Run 1, cell area per tile:
Drawn at 4 px/um. The die is cut into 6 by 6 equal tiles; dark purple is low, yellow is high, 0 to 100% covered.
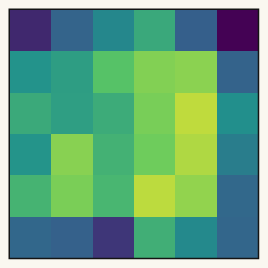
Run 1, register map, names as in the netlist:
Drawn at 6 px/um. Other sequential cells in the stronger grey, the rest of the logic in the fainter grey.
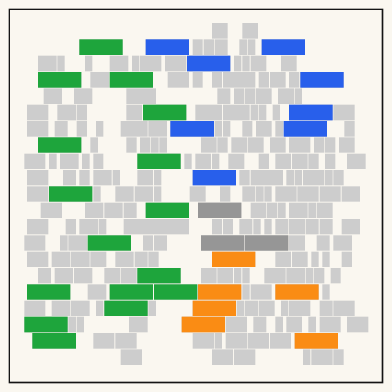
Run 1, gate-type map:
Drawn at 8 px/um.
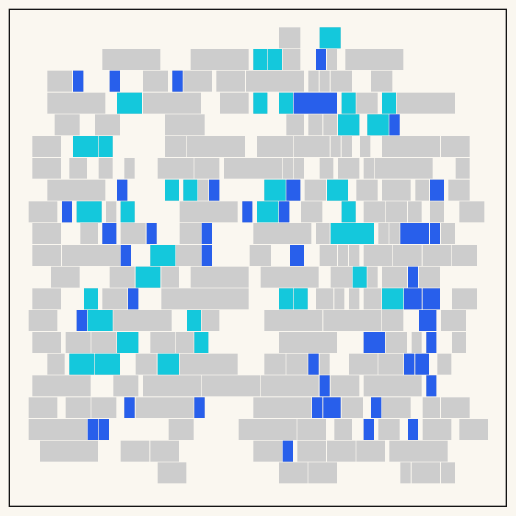
Run 1, the clock network:
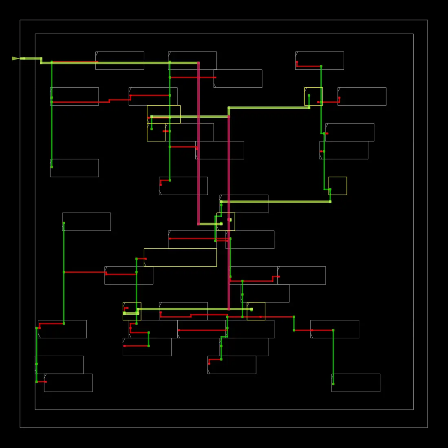
## config.mk

```make
export PLATFORM = sky130hd
export DESIGN_NAME = uc_multiciclo
export DESIGN_NICKNAME = d
export VERILOG_FILES = /design/src/rtl/uc_multiciclo.sv
export SDC_FILE = /design/constraint.sdc
export NUM_CORES = 1
export LEC_CHECK = 0
export CORE_MARGIN = 2
export CORE_UTILIZATION = 50
export CTS_CLUSTER_SIZE = 30
export DETAILED_ROUTE_END_ITERATION = 8
export MAX_ROUTING_LAYER = met4
export PLACE_DENSITY = 0.86
export SYNTH_ARGS = -nofsm -noshare
export SYNTH_HDL_FRONTEND = slang
export SYNTH_SLANG_ARGS = --single-unit
```

## constraint.sdc

```tcl
create_clock -name clk -period 2.8 [get_ports clk]
set_input_delay 0.84 -clock clk [delete_from_list [all_inputs] [get_ports clk]]
set_output_delay 0.84 -clock clk [all_outputs]
set_load 0.01 [all_outputs]
```

## src/rtl/uc_multiciclo.sv

```systemverilog
// Multi-cycle control unit: sequences FETCH/DECODE/EXEC/MEM/WB for a shared
// single-ALU, single-memory datapath, with memory timeout and retire counter.
module uc_multiciclo #(
  parameter int CNT_W       = 16,
  parameter int MEM_TIMEOUT = 8
) (
  input  logic             clk,
  input  logic             rst,
  input  logic             instr_valid,
  input  logic [5:0]       opcode,
  output logic             instr_ready,
  input  logic             mem_ready,
  output logic             MemToReg,
  output logic             RegWrite,
  output logic             MemToWrite,
  output logic             MemRead,
  output logic [2:0]       ALUOp,
  output logic             busy,
  output logic             illegal_op,
  output logic             mem_timeout,
  output logic [CNT_W-1:0] retired
);

  typedef enum logic [2:0] {FETCH, DECODE, EXEC, MEM, WB} state_t;

  localparam logic [5:0] OP_RTYPE = 6'b000000;
  localparam logic [5:0] OP_LOAD  = 6'b100011;
  localparam logic [5:0] OP_STORE = 6'b101011;
  localparam logic [5:0] OP_JUMP  = 6'b000010;
  localparam logic [5:0] OP_ADDI  = 6'b001000;
  localparam logic [7:0] TIMEOUT  = 8'(MEM_TIMEOUT);

  state_t     state, stateNext;
  logic [5:0] opQ, opNext;
  logic [7:0] waitCnt, waitNext;
  logic       retire;

  always_ff @(posedge clk) begin
    if (rst) begin
      state   <= FETCH;
      opQ     <= '0;
      waitCnt <= '0;
      retired <= '0;
    end else begin
      state   <= stateNext;
      opQ     <= opNext;
      waitCnt <= waitNext;
      if (retire) retired <= retired + CNT_W'(1);
    end
  end

  // Outputs are forced to their idle values while rst is high, whatever the state.
  always_comb begin
    stateNext   = state;
    opNext      = opQ;
    waitNext    = waitCnt;
    retire      = 1'b0;
    instr_ready = 1'b0;
    busy        = 1'b0;
    MemToReg    = 1'b0;
    RegWrite    = 1'b0;
    MemToWrite  = 1'b0;
    MemRead     = 1'b0;
    ALUOp       = 3'b100;
    illegal_op  = 1'b0;
    mem_timeout = 1'b0;
    if (!rst) begin
      busy = (state != FETCH);
      case (state)
        FETCH: begin
          instr_ready = 1'b1;
          if (instr_valid) begin
            opNext    = opcode;
            stateNext = DECODE;
          end
        end
        DECODE: begin
          case (opQ)
            OP_RTYPE, OP_LOAD, OP_STORE, OP_JUMP, OP_ADDI: stateNext = EXEC;
            default: begin
              illegal_op = 1'b1;
              stateNext  = FETCH;
            end
          endcase
        end
        EXEC: begin
          case (opQ)
            OP_RTYPE: begin
              ALUOp     = 3'b000;
              stateNext = WB;
            end
            OP_LOAD, OP_STORE: begin
              ALUOp     = 3'b000;
              stateNext = MEM;
              waitNext  = 8'd1;
            end
            OP_JUMP: begin
              ALUOp     = 3'b010;
              stateNext = FETCH;
              retire    = 1'b1;
            end
            OP_ADDI: begin
              ALUOp     = 3'b100;
              stateNext = FETCH;
              retire    = 1'b1;
            end
            default: stateNext = FETCH;
          endcase
        end
        // mem_ready wins over the timeout when both happen in the same cycle.
        MEM: begin
          ALUOp      = 3'b000;
          MemRead    = (opQ == OP_LOAD);
          MemToWrite = (opQ == OP_STORE);
          if (mem_ready) begin
            if (opQ == OP_LOAD) begin
              stateNext = WB;
            end else begin
              stateNext = FETCH;
              retire    = 1'b1;
            end
          end else if (waitCnt == TIMEOUT) begin
            mem_timeout = 1'b1;
            stateNext   = FETCH;
          end else begin
            waitNext = waitCnt + 8'd1;
          end
        end
        WB: begin
          RegWrite  = 1'b1;
          MemToReg  = (opQ == OP_RTYPE);
          stateNext = FETCH;
          retire    = 1'b1;
        end
        default: stateNext = FETCH;
      endcase
    end
  end

endmodule

```

==> run summary, run 1 <==
Setup TNS -> 0 ps
Leak -> 0.819 nW
Clock Power Share -> 39.6%
Synth area leaders -> dfxtp_1 39%, xor2_1 7.8%, nor2_1 7.4%
fmax -> 0.361 GHz
DR vias/cell -> 5.41
worst slew pin tran -> 532 ps
Top reg by flops -> retired
layout cells sized above 1 -> 11.4%
first-pass GRT wire length -> 5910 um
top cells by count -> 33 x dfxtp_1, 33 x nor2_1, 15 x xor2_1
worst min-delay path category -> reg -> reg
Synth top area share -> 39.3%
syn_nets -> 215
CTS Buf Count -> 5
AND/OR/NAND/NOR Cells, Area Fraction -> 25.7%
ys cells -> 202
comb pwr -> 0.0933 mW
Die Height -> 62.0 um
post-CTS setup buffer count -> 0
vias in the first global route -> 1,407
RSZ-0062 raised after global routing -> no
largest net degree at the start of global routing -> 24
IO Port Bufs -> 35
post-synth top area cell -> dfxtp_1
CTS Buffer Depth -> 2
yosys aoi share -> 16.8%
clk sink count -> 33
Die Span X -> 62.0 um
Hold Path Depth -> 2
FFs w/ async S/R, synth -> 0%
yosys stat chip area -> 0.00168 sq mm
DRC -> 0
Yosys cell types -> 36
Iteration-0 DRC Markers -> 87
tool warning count -> 28
Critical Path RT -> 1960 ps
Final #Nets -> 257
setup ws final -> 31.4 ps
# fillers -> 281
area grow syn2layout -> 30.1%
Hold WS -> 489 ps
DRT antenna net count -> 0
Hold Violations, Final -> 0
final slew viol count -> 0
CP startpoint kind -> input port
adder share -> 2.24%
R2R setup slack -> 610 ps
placed insts -> 283
critical path peak fanout -> 5
Total Routed Length -> 3740 um
initial antenna violation count -> 0
Sequential Power -> 0.487 mW
mux share of post-synthesis cell area -> 3.58%
# diodes -> 0
Worst Hold End -> waitCnt[7]$_SDFFE_PP0P_
Worst setup EP type -> output port
CTS H-tree depth -> 2
Worst-path clk slew -> 100 ps
gpl congestion -> 0.823
Int Power -> 0.735 mW
Vias -> 1,575
EDFF count, synth -> 0
combinational power share -> 9.7%
Pwr Density -> 440 mW/mm^2
Root Buffer -> clkbuf_4
reg2reg end -> waitCnt[5]$_SDFFE_PP0P_
Net Sw Frac -> 23.5%
sw power -> 0.226 mW
Final Instance Area -> 0.00218 sq mm
Tcrit/Tclk final -> 98.9%
Setup crit end -> MemToReg
Post-synth seq share -> 39.3%
Worst R2R Start -> waitCnt[0]$_SDFFE_PP0P_
Mapped Area -> 0.00168 sq mm
largest registers -> retired: 16 flops, waitCnt: 8 flops, opQ: 6 flops
main flop type -> dfxtp_1
# setup viols final -> 0
most frequent cells in the layout -> 33 x dfxtp_1, 32 x nor2_1, 25 x clkdlybuf4s50_1
total power draw -> 0.962 mW
Setup Slack @ Placement -> -365 ps
worst skew pair latency -> 340 ps
max FFs per register -> 16
worst path arrival time -> 1930 ps
Largest Pwr Group -> registers
post-cts sizing count -> 16
die area -> 0.00384 sq mm
max_slew headroom -> 64.3%
XOR/XNOR share of the synthesized area -> 7.82%
status -> complete, no violations
part of the power in registers -> 50.7%
reg2reg path depth -> 7
Critical Path Start -> rst
Hold-fix buffers, CTS -> 0
# Max-Cap Violations -> 0
Hold Crit Start -> waitCnt[7]$_SDFFE_PP0P_
critical setup path kind -> in -> out
Avg Inst Size Synth -> 8.31 sq um
Core Rows -> 21
DR WL/cell -> 12.9 um
TritonCTS clock tree -> yes
Mapped Cells -> 202
Synth Warn # -> 0
FF+latch count, synth -> 33
grt total ovfl -> 0
Post-DP Area -> 0.00212 sq mm
DR pass1 iterations -> 4
Ports -> 37
total track usage -> 21.8%
VDD IR-drop max -> 371 uV
HPWL reported at the end of detailed placement -> 2610 um
Main logic family -> simple AND/OR/NAND/NOR gates
fin crit period -> 2770 ps
Back to the opening pictures, 'cell area per tile':
fullest tile: 90%
nearly empty tiles: 2.8%
tiles over 75% full: 28%
mean over tiles: 55%
final core utilization: 66.5%
FP Core Util: 51.1%
area of the core: 0.00328 sq mm

Back to the opening pictures, 'register map, names as in the netlist':
[green] `retired` | placed flops: 16
[orange] `opQ` | placed flops: 6 | where: bottom centre
[blue] `waitCnt` | placed flops: 8
not coloured: 3

Back to the opening pictures, 'gate-type map':
[blue] NOR gates | cells: 44 | most used: nor2_1 | where: all over the die
[cyan] inverting AOI/OAI gates | cells: 35 | most used: a21oi_1
Non-Filler Instances: 291
Comb/total area: 44.0%
Top cell excl fill/tap: dfxtp_1

Back to the opening pictures, 'the clock network':
Flops: 33
# clk buffers: 6
clk pwr: 0.381 mW
Max Clock Skew: 7.95 ps

## run 1: layout make-up
cell class	instances	area [sq um]	share of cell area, %
tap	46	57.6	2.63
clock buffer	6	51.3	2.35
clock inverter	2	37.5	1.72
inverter	7	26.3	1.20
sequential	33	661	30.2
timing repair buffer	45	390	17.9
multi-input combinational	152	961	44.0
## run 1: critical path, cell delays in order
cell,delay (ps)
clkdlybuf4s50_1,420
buf_4,160
nor4_1,230
dlygate4sd1_1,280
## run 1: layer usage
| layer | vias to the layer above | global-route usage, % | part of all wire [%] | routed length, um |
|---|---|---|---|---|
| met1 | 709 | 25.5 | 46 | 1740 |
| met2 | 43 | 34.1 | 46 | 1730 |
| met4 | 0 | 9.42 | 2.1 | 78 |
| met3 | 9 | 7.04 | 5.1 | 192 |
| met5 | - | - | 0 | 0 |
| li1 | 814 | - | - | - |
==> run 1 -> run 2 <==
--- a/config.mk
+++ b/config.mk
@@ -5,6 +5,8 @@
 export SDC_FILE = /design/constraint.sdc
 export NUM_CORES = 1
 export LEC_CHECK = 0
+export ABC_AREA = 0
+export ABC_CLOCK_PERIOD_IN_PS = 2800
 export CORE_MARGIN = 2
 export CORE_UTILIZATION = 50
 export CTS_CLUSTER_SIZE = 30
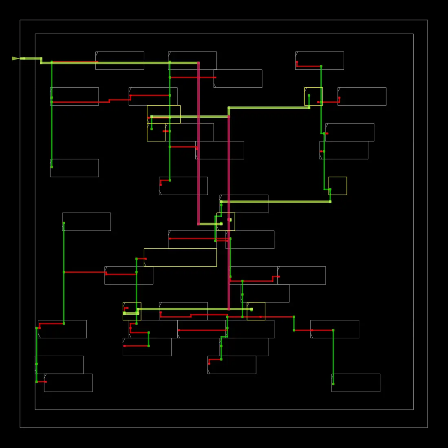
Run 2: the clock network
CTS Buf Count: 5
clk sink count: 33
worst skew pair latency: 340 ps

==> run summary, run 2 <==
IO Port Bufs -> 35
Vias -> 1,575
WL met2 -> 1730 um
final slew viol count -> 0
part of the power in registers -> 50.7%
Main logic family -> simple AND/OR/NAND/NOR gates
Pwr Density -> 440 mW/mm^2
critical setup path kind -> in -> out
Critical Path RT -> 1960 ps
reg2reg end -> waitCnt[5]$_SDFFE_PP0P_
EDFF count, synth -> 0
post-cts sizing count -> 16
DR WL/cell -> 12.9 um
gpl congestion -> 0.823
worst min-delay path category -> reg -> reg
worst slew pin tran -> 532 ps
Synth Warn # -> 0
most frequent cells in the layout -> 33 x dfxtp_1, 32 x nor2_1, 25 x clkdlybuf4s50_1
Worst Hold End -> waitCnt[7]$_SDFFE_PP0P_
Total Routed Length -> 3740 um
Iteration-0 DRC Markers -> 87
total track usage -> 21.8%
Critical Path Start -> rst
Hold Crit Start -> waitCnt[7]$_SDFFE_PP0P_
yosys aoi share -> 16.8%
tool warning count -> 28
Non-Filler Instances -> 291
Hold Path Depth -> 2
largest net degree at the start of global routing -> 24
# setup viols final -> 0
Hold Violations, Final -> 0
Setup Slack @ Placement -> -365 ps
Worst setup EP type -> output port
main flop type -> dfxtp_1
setup ws final -> 31.4 ps
top cells by count -> 33 x dfxtp_1, 33 x nor2_1, 15 x xor2_1
fin crit period -> 2770 ps
DR pass1 iterations -> 4
met3 WL -> 192 um
Synth top area share -> 39.3%
M2 GR Usage -> 34.1%
grt total ovfl -> 0
comb pwr -> 0.0933 mW
VDD IR-drop max -> 371 uV
Worst-path clk slew -> 100 ps
critical path peak fanout -> 5
Max Used Layer -> met4
Avg Inst Size Synth -> 8.31 sq um
combinational power share -> 9.7%
XOR/XNOR share of the synthesized area -> 7.82%
total power draw -> 0.962 mW
clk pwr -> 0.381 mW
CTS H-tree depth -> 2
RSZ-0062 raised after global routing -> no
GRT Max-Usage Layer -> met2
TritonCTS clock tree -> yes
largest registers -> retired: 16 flops, waitCnt: 8 flops, opQ: 6 flops
placed insts -> 283
Die Height -> 62.0 um
FP Core Util -> 51.1%
layout cells sized above 1 -> 11.4%
Core Rows -> 21
R2R setup slack -> 610 ps
Leak -> 0.819 nW
Setup crit end -> MemToReg
vias in the first global route -> 1,407
yosys stat chip area -> 0.00168 sq mm
DR vias/cell -> 5.41
# Max-Cap Violations -> 0
status -> complete, no violations
Worst R2R Start -> waitCnt[0]$_SDFFE_PP0P_
first-pass GRT wire length -> 5910 um
Post-synth seq share -> 39.3%
reg2reg path depth -> 7
HPWL reported at the end of detailed placement -> 2610 um
Top reg by flops -> retired
fmax -> 0.361 GHz
Final Instance Area -> 0.00218 sq mm
Tcrit/Tclk final -> 98.9%
FF+latch count, synth -> 33
CTS Buffer Depth -> 2
Post-DP Area -> 0.00212 sq mm
GR Util met1 -> 25.5%
AND/OR/NAND/NOR Cells, Area Fraction -> 25.7%
sw power -> 0.226 mW
final core utilization -> 66.5%
Mapped Area -> 0.00168 sq mm
DRT antenna net count -> 0
==> run 2: cell counts in the layout (fill, tap and decap cells not counted) <==
No cell type changed its count.
==> run 2: cell families after synthesis <==
kind of cell,count (synthesis)
compound gates,40
xor+xnor,15
fa+ha+maj,3
buf+inv,17
flops,33
mux,6
other cells,1
simple gates,87
==> run 2: worst max-delay path: stages <==
cell and delay, ps:
clkdlybuf4s50_1 420, buf_4 160, nor4_1 230, dlygate4sd1_1 280
==> run 2: area by class of cell <==
cell class,instances,area [sq um],area share [%]
multi-input cells,152,961,44.0
flip-flops and latches,33,661,30.2
clock inverters,2,37.5,1.72
repair buffers,45,390,17.9
clock buffers,6,51.3,2.35
well taps,46,57.6,2.63
inverters,7,26.3,1.20
No activity file was given, so power comes from the tool's default toggle rates.
